[src/rtl/serial_adder_pkg.sv]
// -----------------------------------------------------------------------------
// serial_adder_pkg
//   Shared definitions for the bit-serial adder:
//     state_t : FSM encoding (IDLE / SHIFT / DONE)
//     cnt_w() : width of the bit counter for a given operand width
//   Legal operand widths are bounded by MIN_WIDTH..MAX_WIDTH.
// -----------------------------------------------------------------------------
package serial_adder_pkg;

  typedef enum logic [1:0] {
    IDLE  = 2'd0,
    SHIFT = 2'd1,
    DONE  = 2'd2
  } state_t;

  localparam int MIN_WIDTH = 2;
  localparam int MAX_WIDTH = 32;

  // Bit counter only has to reach WIDTH-1, so $clog2(WIDTH) bits suffice.
  function automatic int cnt_w(input int width);
    return (width > 1) ? $clog2(width) : 1;
  endfunction

  localparam int DEFAULT_CNT_W = cnt_w(8);

endpackage

[src/rtl/fa.sv]
// -----------------------------------------------------------------------------
// fa
//   1-bit full adder cell.
//   Ports:
//     a, b  : addend bits
//     cin   : carry in
//     s     : sum bit  (a ^ b ^ cin)
//     cout  : carry out (majority of a, b, cin)
// -----------------------------------------------------------------------------
module fa (
  input  logic a,
  input  logic b,
  input  logic cin,
  output logic s,
  output logic cout
);

  assign s    = a ^ b ^ cin;
  assign cout = (a & b) | (cin & (a ^ b));

endmodule

[src/rtl/serial_adder.sv]
// -----------------------------------------------------------------------------
// serial_adder
//   Bit-serial WIDTH-bit adder. Operands are captured on an input valid/ready
//   handshake, fed LSB-first through a single full adder cell (one bit per
//   clock, carry registered between bits), and the WIDTH-bit sum plus carry-out
//   are presented on an output valid/ready handshake and held until taken.
//
//   Ports:
//     clk       : system clock, rising edge
//     rst_n     : asynchronous active-low reset
//     in_valid  : a, b, cin valid this cycle
//     in_ready  : high only while idle
//     a, b      : WIDTH-bit operands
//     cin       : carry into bit 0
//     out_valid : sum/cout valid and held
//     out_ready : consumer accepts the result
//     sum       : (a + b + cin) mod 2^WIDTH, zero when no result is presented
//     cout      : carry out of bit WIDTH-1, zero when no result is presented
//
//   Timing: accept on edge E0, SHIFT on edges E1..E(WIDTH), out_valid high
//   after E(WIDTH). Minimum throughput one operation per WIDTH+2 cycles.
// -----------------------------------------------------------------------------
module serial_adder
  import serial_adder_pkg::*;
#(
  parameter int WIDTH = 8
) (
  input  logic             clk,
  input  logic             rst_n,
  input  logic             in_valid,
  output logic             in_ready,
  input  logic [WIDTH-1:0] a,
  input  logic [WIDTH-1:0] b,
  input  logic             cin,
  output logic             out_valid,
  input  logic             out_ready,
  output logic [WIDTH-1:0] sum,
  output logic             cout
);

  localparam int             CNT_W = cnt_w(WIDTH);
  localparam logic [CNT_W-1:0] LAST_BIT = CNT_W'(WIDTH - 1);

  state_t             state;
  state_t             state_nxt;

  logic [WIDTH-1:0]   a_sh;
  logic [WIDTH-1:0]   b_sh;
  logic [WIDTH-1:0]   sum_sh;
  logic               carry;
  logic [CNT_W-1:0]   count;

  logic               fa_s;
  logic               fa_co;

  logic               accept;
  logic               last_bit;
  logic               drain;

  assign accept   = in_valid && in_ready;
  assign last_bit = (state == SHIFT) && (count == LAST_BIT);
  assign drain    = out_valid && out_ready;

  // Single bit-slice: always looks at the current LSBs plus the stored carry.
  fa u_fa (
    .a    (a_sh[0]),
    .b    (b_sh[0]),
    .cin  (carry),
    .s    (fa_s),
    .cout (fa_co)
  );

  // ---------------------------------------------------------------------------
  // FSM: state register
  // ---------------------------------------------------------------------------
  always_ff @(posedge clk or negedge rst_n) begin
    if (!rst_n) begin
      state <= IDLE;
    end else begin
      state <= state_nxt;
    end
  end

  // ---------------------------------------------------------------------------
  // FSM: next-state logic
  // ---------------------------------------------------------------------------
  always_comb begin
    state_nxt = state;
    case (state)
      IDLE:    if (accept)   state_nxt = SHIFT;
      SHIFT:   if (last_bit) state_nxt = DONE;
      DONE:    if (drain)    state_nxt = IDLE;
      default:               state_nxt = IDLE;
    endcase
  end

  // ---------------------------------------------------------------------------
  // FSM: output decode (Moore). Result lines are forced to zero outside DONE
  // so a consumer never sees the partially shifted sum.
  // ---------------------------------------------------------------------------
  always_comb begin
    in_ready  = 1'b0;
    out_valid = 1'b0;
    sum       = '0;
    cout      = 1'b0;
    case (state)
      IDLE: in_ready = 1'b1;
      DONE: begin
        out_valid = 1'b1;
        sum       = sum_sh;
        cout      = carry;
      end
      default: ;
    endcase
  end

  // ---------------------------------------------------------------------------
  // Datapath: operand shifters, sum shifter, carry and bit counter.
  // The sum fills from the MSB end, so after WIDTH shifts bit 0 of the result
  // has arrived at sum_sh[0]. Carry is left alone in DONE so it doubles as cout.
  // ---------------------------------------------------------------------------
  always_ff @(posedge clk or negedge rst_n) begin
    if (!rst_n) begin
      a_sh   <= '0;
      b_sh   <= '0;
      sum_sh <= '0;
      carry  <= 1'b0;
      count  <= '0;
    end else if (accept) begin
      a_sh   <= a;
      b_sh   <= b;
      carry  <= cin;
      count  <= '0;
    end else if (state == SHIFT) begin
      sum_sh <= {fa_s, sum_sh[WIDTH-1:1]};
      a_sh   <= a_sh >> 1;
      b_sh   <= b_sh >> 1;
      carry  <= fa_co;
      count  <= count + CNT_W'(1);
    end
  end

endmodule

[config.mk]
export PLATFORM = sky130hd
export DESIGN_NAME = serial_adder
export DESIGN_NICKNAME = d
export VERILOG_FILES = /design/src/rtl/serial_adder_pkg.sv /design/src/rtl/fa.sv /design/src/rtl/serial_adder.sv
export SDC_FILE = /design/constraint.sdc
export NUM_CORES = 1
export LEC_CHECK = 0
export CAP_MARGIN = 20
export CORE_MARGIN = 2
export CORE_UTILIZATION = 49
export CTS_CLUSTER_SIZE = 20
export DETAILED_ROUTE_END_ITERATION = 12
export PLACE_DENSITY = 0.84
export SLEW_MARGIN = 20
export SYNTH_ARGS = -nofsm -noshare
export SYNTH_HDL_FRONTEND = slang
export SYNTH_HIERARCHICAL = 1
export SYNTH_SLANG_ARGS = --single-unit
[constraint.sdc]
create_clock -name clk -period 1.4 [get_ports clk]
set_input_delay 0.21 -clock clk [delete_from_list [all_inputs] [get_ports clk]]
set_output_delay 0.21 -clock clk [all_outputs]
set_load 0.01 [all_outputs]
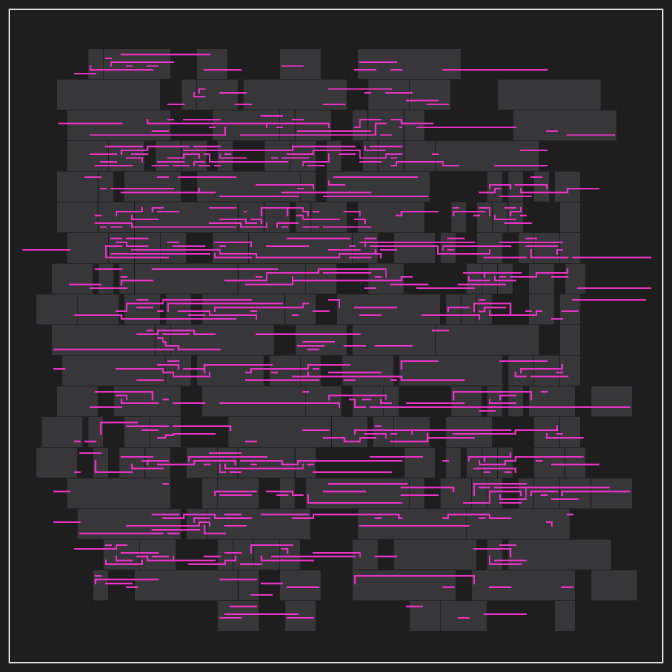
Fig. 1. Met1 routing (run 1).
share of all routed wire: 39%
main direction: horizontal
wire length on this layer: 1390 microns

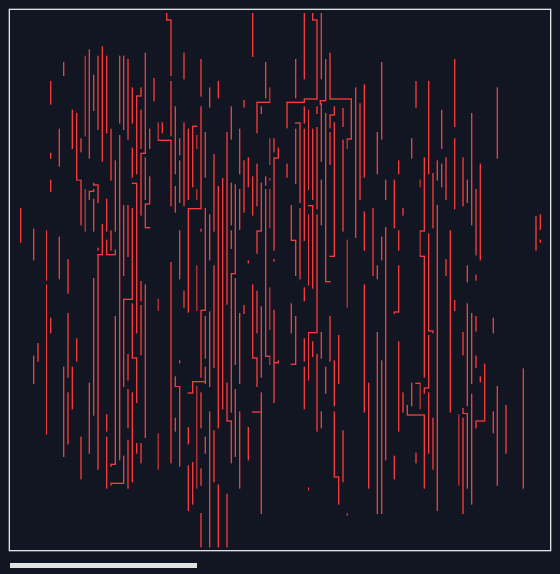
Fig. 2. Met2 routing (run 1).
The bar under the picture is 20 microns long.
main direction: vertical
nets with wire on the layer: 180
wire length on this layer: 1850 microns

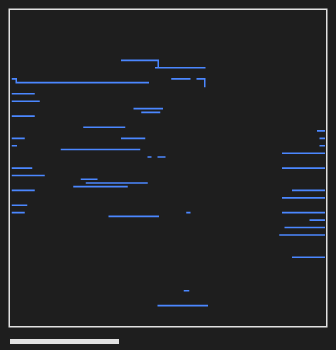
Fig. 3. Signal wires on met3 (run 1).
The bar under the picture is 20 microns long.
main direction: horizontal
wire length on this layer: 221 microns
longest straight run: 24.1 microns
nets with wire on the layer: 34
share of all routed wire: 6.3%

-- run 1: worst paths after layout --
path                       startpoint   endpoint  slack (ns)
max in group asynchronous       rst_n   state[0]        0.84
setup / recovery             state[1]     sum[0]      -0.007
hold reg to reg              count[0]   count[0]        0.50
setup reg to reg             state[0]      carry           0
min in group clk                 b[7]    b_sh[7]        0.42
hold / removal                  rst_n  sum_sh[1]        0.26
-- run 1: layout make-up --
class | instances | area, sq um | share of cell area, %
sequential | 30 | 752 | 39.5
multi-input combinational | 104 | 669 | 35.2
timing repair buffer | 43 | 380 | 20.0
clock buffer | 7 | 55.1 | 2.89
tap | 31 | 38.8 | 2.04
clock inverter | 1 | 5.00 | 0.263
inverter | 1 | 3.75 | 0.197
-- run 1: state kept, by name, summed over array words and instances (netlist names) --
signal	cells
state	2
b_sh	8
sum_sh	8
count	3
a_sh	8
carry	1
-- run 1: stage by stage --
stage                     utilization (%)  setup TNS [ns]
final                                69.1         -0.0202
after global routing                 69.1          -0.885
after CTS                            67.0          -0.127
after detailed placement             65.2           -2.58
after global placement               65.2           -1.19
after floorplan                         -               0
-- run 1: layer usage --
layer | track usage, % | share of wire (%) | up-vias
met1 | 27.4 | 39 | 612
met4 | 12.3 | 2.0 | 0
met5 | 0 | 0 | -
met3 | 7.59 | 6.2 | 8
li1 | - | - | 599
met2 | 40.1 | 52 | 51
-- run 1: kinds of logic (layout without fill, tap and decap cells) --
| family | count (synthesis) | in the layout |
|---|---|---|
| and+or+nand+nor | 60 | 61 |
| AOI/OAI and AO/OA | 40 | 40 |
| DFF | 30 | 30 |
| buffers and inverters | 11 | 52 |
| adders and majority gates | 3 | 3 |
-- run 1: timing repair --
action,CTS,global route
endpoints found under the setup margin,14,25
pin swaps,6,9
cloned,1,0
buffers inserted,3,1
resized,50,8
==> deck_impl_summary.md, run 1 <==
Flow Results at a Glance

Power and ir drop
  • Maximum vdd drop: 1.29 mV
  • Part of the power in combinational logic: 41.3%
  • Seq. pwr: 1.61 mW
  • Clk. pwr: 0.537 mW
  • Comb. pwr: 1.51 mW
  • Leakage power: 0.852 nW
  • Power density over cell area: 1920 nW/um^2
  • Switching power: 1.43 mW
  • Tot Pwr: 3.66 mW
  • Sw Share: 39.1%
  • Sequential power share: 44.1%

Place
  • I/O Buffers: 31
  • Place WS: -0.176 ns
  • Placed cell area: 1800 sq um
  • GPL Wtd Cong: 0.749

Final layout
  • Non-Filler Instances: 217
  • Area added between synthesis and finish: 34.1%
  • Final instance area: 1900 sq um
  • Layout Nets: 209
  • ANT cells: 0
  • Commonest Layout Cell: dfrtp_1
  • Most numerous logic cells after layout: 29 x dfrtp_1, 28 x nand2_1, 20 x clkdlybuf4s50_1
  • # fillers: 230

Final timing
  • Clock Skew: 0.00677 ns
  • Setup violations, final: 5
  • Slew HR: 73.0%
  • Worst-Margin Slew: 0.404 ns
  • Maximum clock frequency: 711 MHz
  • Final hold violations: 0
  • Fin crit share: 101%
  • Minimum clock period: 1.41 ns
  • Hold Slack: 0.263 ns
  • Final worst slack: -0.00731 ns

Routing
  • Avg Vias per Cell: 5.85
  • TritonRoute pass-1 iters: 4
  • Final wirelength: 3530 microns
  • Detail Route Antenna Nets: 0
  • Vias: 1270
  • Drt wl/cell: 16.3 microns

Critical path
  • Crit path buffers/inverters: 2
  • CP top delay family: flip-flops
  • Crit path largest cell delay: 0.40 ns
  • Setup CP Type: reg -> out
  • Crit. End Element: primary output
  • Worst Path Max Fanout: 5
  • CP Cell Sequence: inv_2, nor2_4, and2_1, buf_2

Synth
  • XOR/XNOR Area Share: 0%
  • Synthesized Nets: 168
  • Post-synthesis cell type count: 23
  • Yosys reg bits: 30
  • Most numerous cell in the Yosys netlist: dfrtp_1
  • Yosys Instances: 144
  • Area of the mapped netlist: 1420 sq um
  • Synth area leader: dfrtp_1
  • Largest cells by area: dfrtp_1 53%, o32ai_1 9.3%, nand2_1 7.4%, o22ai_1 6.6%, nor2_1 4.5%
  • Yosys aoi share: 20.1%
  • Area fraction in and, or, nand and nor cells: 19.0%
  • Synth warnings: 6
  • Multiplexer share: 0%
  • Synth cell count leaders: 30 x dfrtp_1, 28 x nand2_1, 17 x nor2_1
  • Register share after synthesis: 52.9%
  • Area leader share: 52.9%

Global route
  • Antenna violations before repair: 0
  • Gr usage total: 23.9%
  • Largest net degree at the start of global routing: 31
  • Grt total ovfl: 0
  • First-pass GRT wire length: 5870 microns
  • Vias in the first global route: 1336

Die
  • Core utilization before placement: 51.5%
  • Die Y: 57.8 microns
  • Die Area: 3340 sq um

Status
  • Outcome: complete, but fails checks
  • Violated checks: setup timing

Clock network
  • Post-CTS Hold Fix Bufs: 0
  • Latency at later pin: 0.33 ns
  • Root buf cell: clkbuf_4
  • Clk sink count: 30
==> run 2, diff against run 1 <==
Settings changed: CORE_UTILIZATION 49 to 44, PLACE_DENSITY 0.84 to 0.8.
Clock period 1.4 ns to 1.18 ns, I/O delays scaled along.
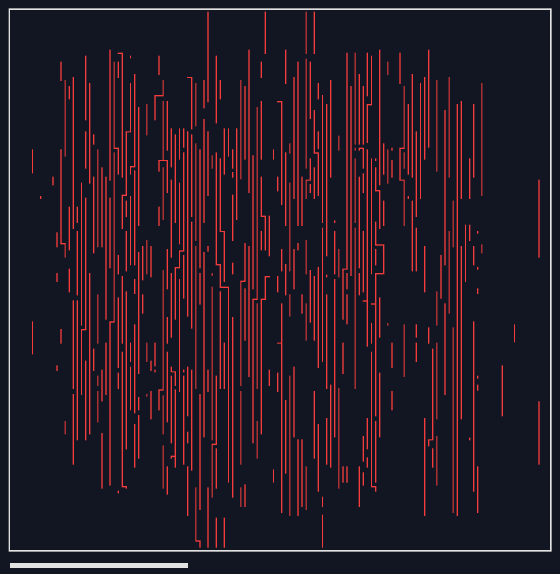
Fig. 4. Met2 routing (run 2).
The bar under the picture is 20 microns long.
main direction: vertical
longest straight run: 46.2 microns

==> run 2 against run 1 <==
Critical path type is now reg -> reg. Synthesized cell count unchanged. Final area up 28%. Clock skew shrank 0.0018 ns. The flow still finishes with violations (setup timing). Area after synthesis unchanged. Register-to-register slack worse by 0.23 ns. Cell count up 15%. Highest routed layer unchanged. Die area grew 11%. Setup slack got worse by 0.22 ns.
==> deck_impl_summary.md, run 2 <==
Flow Results at a Glance

Status
  • Outcome: complete, but fails checks
  • Violated checks: setup timing

Global route
  • Vias in the first global route: 1342 (+0.45%)
  • Largest net degree at the start of global routing: 31 (unchanged)
  • Grt total ovfl: 0 (unchanged)
  • Antenna violations before repair: 0 (unchanged)
  • First-pass GRT wire length: 5770 microns (-1.8%)

Synth
  • Yosys aoi share: 20.1% (unchanged)
  • Register share after synthesis: 52.9% (unchanged)
  • Synth cell count leaders: 30 x dfrtp_1, 28 x nand2_1, 17 x nor2_1
  • Synth warnings: 6 (unchanged)
  • Area of the mapped netlist: 1420 sq um (unchanged)
  • Yosys reg bits: 30 (unchanged)
  • Multiplexer share: 0% (unchanged)
  • Area leader share: 52.9% (unchanged)
  • Area fraction in and, or, nand and nor cells: 19.0% (unchanged)
  • Post-synthesis cell type count: 23 (unchanged)
  • Yosys Instances: 144 (unchanged)
  • Most numerous cell in the Yosys netlist: dfrtp_1
  • Synth area leader: dfrtp_1
  • Largest cells by area: dfrtp_1 53%, o32ai_1 9.3%, nand2_1 7.4%, o22ai_1 6.6%, nor2_1 4.5%

Clock network
  • Root buf cell: clkbuf_4
  • Clk sink count: 30 (unchanged)
  • Post-CTS Hold Fix Bufs: 0 (unchanged)
  • Latency at later pin: 0.33 ns (about the same)
  • Worst-path clk slew: 0.09 ns
  • H-tree levels: 2

Final timing
  • Final setup TNS: -4.85 ns (-4.83 ns)
  • Maximum clock frequency: 708 MHz
  • Fin crit share: 120%
  • Hold Slack: 0.202 ns (-0.0604 ns)
  • Slew HR: 81.0% (+8.1 points)
  • Final hold violations: 0 (unchanged)
  • Worst-Margin Slew: 0.284 ns (-0.119 ns)
  • Final worst slack: -0.232 ns (-0.225 ns)
  • Setup violations, final: 32 (+27)
  • Minimum clock period: 1.41 ns

Place
  • GPL Wtd Cong: 0.789 (+5.4%)
  • I/O Buffers: 31 (unchanged)

Critical path
  • Crit path largest cell delay: 0.46 ns (+0.06 ns)
  • Internal reg-to-reg setup slack: -0.23 ns (-0.23 ns)
  • Worst Setup SP: state[0]
  • Worst R2R Start: state[0]
  • Setup CP Type: reg -> reg
  • CP Cell Sequence: buf_6, or2_4, clkbuf_16, o32ai_2, nor2_1
  • CP top delay family: flip-flops
  • Crit. End Element: flop
  • Crit path buffers/inverters: 2 (unchanged)
  • Worst Path Max Fanout: 7 (+2)

Die
  • Die Y: 60.8 microns (+5.1%)
  • Die Area: 3700 sq um (+11%)
  • Core utilization before placement: 46.5% (-5.0 points)

Routing
  • Remaining DRCs: 0
  • TritonRoute pass-1 iters: 4 (unchanged)
  • Drt wl/cell: 18.1 microns (+11%)
  • Avg Vias per Cell: 5.71 (-2.5%)
  • Vias: 1421 (+12%)
  • Final wirelength: 4520 microns (+28%)
  • Detail Route Antenna Nets: 0 (unchanged)

Power and ir drop
  • Tot Pwr: 5.69 mW (+55%)
  • Maximum vdd drop: 1.38 mV (+6.6%)
  • Leakage power: 1.03 nW (+21%)

Final layout
  • Area added between synthesis and finish: 71.2%
  • Top Registers: a_sh x8, b_sh x8, sum_sh x8
  • Non-Filler Instances: 249 (+15%)
  • Layout Nets: 228 (+9.1%)
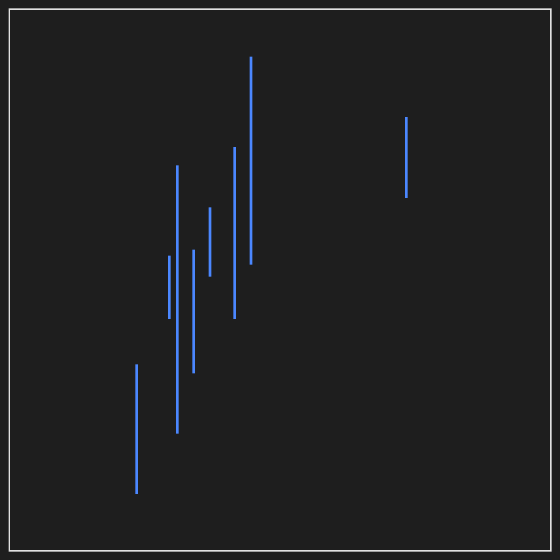
Fig. 5. Signal wires on met4 (run 2).
share of all routed wire: 2.7%
wire length on this layer: 123 microns
longest straight run: 29.9 microns
main direction: vertical
nets with wire on the layer: 8

-- run 2: netlist changes by cell type in the layout (fill, tap and decap cells not counted), sizes merged --
cell / before / now
nand2b: 2 / 3
clkbuf: 7 / 9
buf: 23 / 39
-- run 2: area by class of cell --
class                      count  area, sq um
clock buffer                   7         55.1
clock inverter                 1         5.00
fill                         180          622
inverter                       1         3.75
multi-input combinational    105          942
sequential                    30          753
tap                           44         55.1
timing repair buffer          61          617
-- run 2: kinds of logic after synthesis --
group                      after synthesis
and+or+nand+nor                         60
AOI/OAI and AO/OA                       40
DFF                                     30
buffers and inverters                   11
adders and majority gates                3
-- run 2: path summary, 6_finish.rpt --
| path | endpoint | cells past startpoint |
|---|---|---|
| hold reg to reg | sum_sh[0] | 2 |
| setup / recovery | a_sh[0] | 5 |
| setup reg to reg | a_sh[0] | 5 |
| min in group clk | state[1] | 2 |
| hold / removal | state[1] | 2 |
| max in group asynchronous | b_sh[0] | 2 |
-- run 2: metal layers --
layer	share of wire, %	up-vias	GRT usage, %
li1	-	638	-
met1	37	698	24.5
met2	53	67	39.2
met3	7.2	18	5.33
met4	2.7	0	8.39
met5	0	-	0
-- run 2: report_power, final --
part           leakage (nW)  total (mW)  internal, mW  switching [mW]
Sequential            0.361        1.99          1.51           0.475
Clock                0.0353       0.641         0.288           0.353
Combinational         0.631        3.06          1.57            1.49
-- run 2: metrics by stage --
step                      utilization [%]  instance area [sq um]
after global placement               62.1                   1900
after floorplan                         -                   1430
final                                79.6                   2430
after detailed placement             62.1                   1900
after global routing                 79.6                   2430
after CTS                            67.9                   2070
-- run 2: repair_timing --
action / 4_1_cts / 5_1_grt
buffers inserted: 5 / 4
pin swaps: 16 / 48
gates resized: 69 / 53
endpoints found under the setup margin: 31 / 39
gates cloned: 2 / 3
Power is estimated from default activity; no workload was simulated.
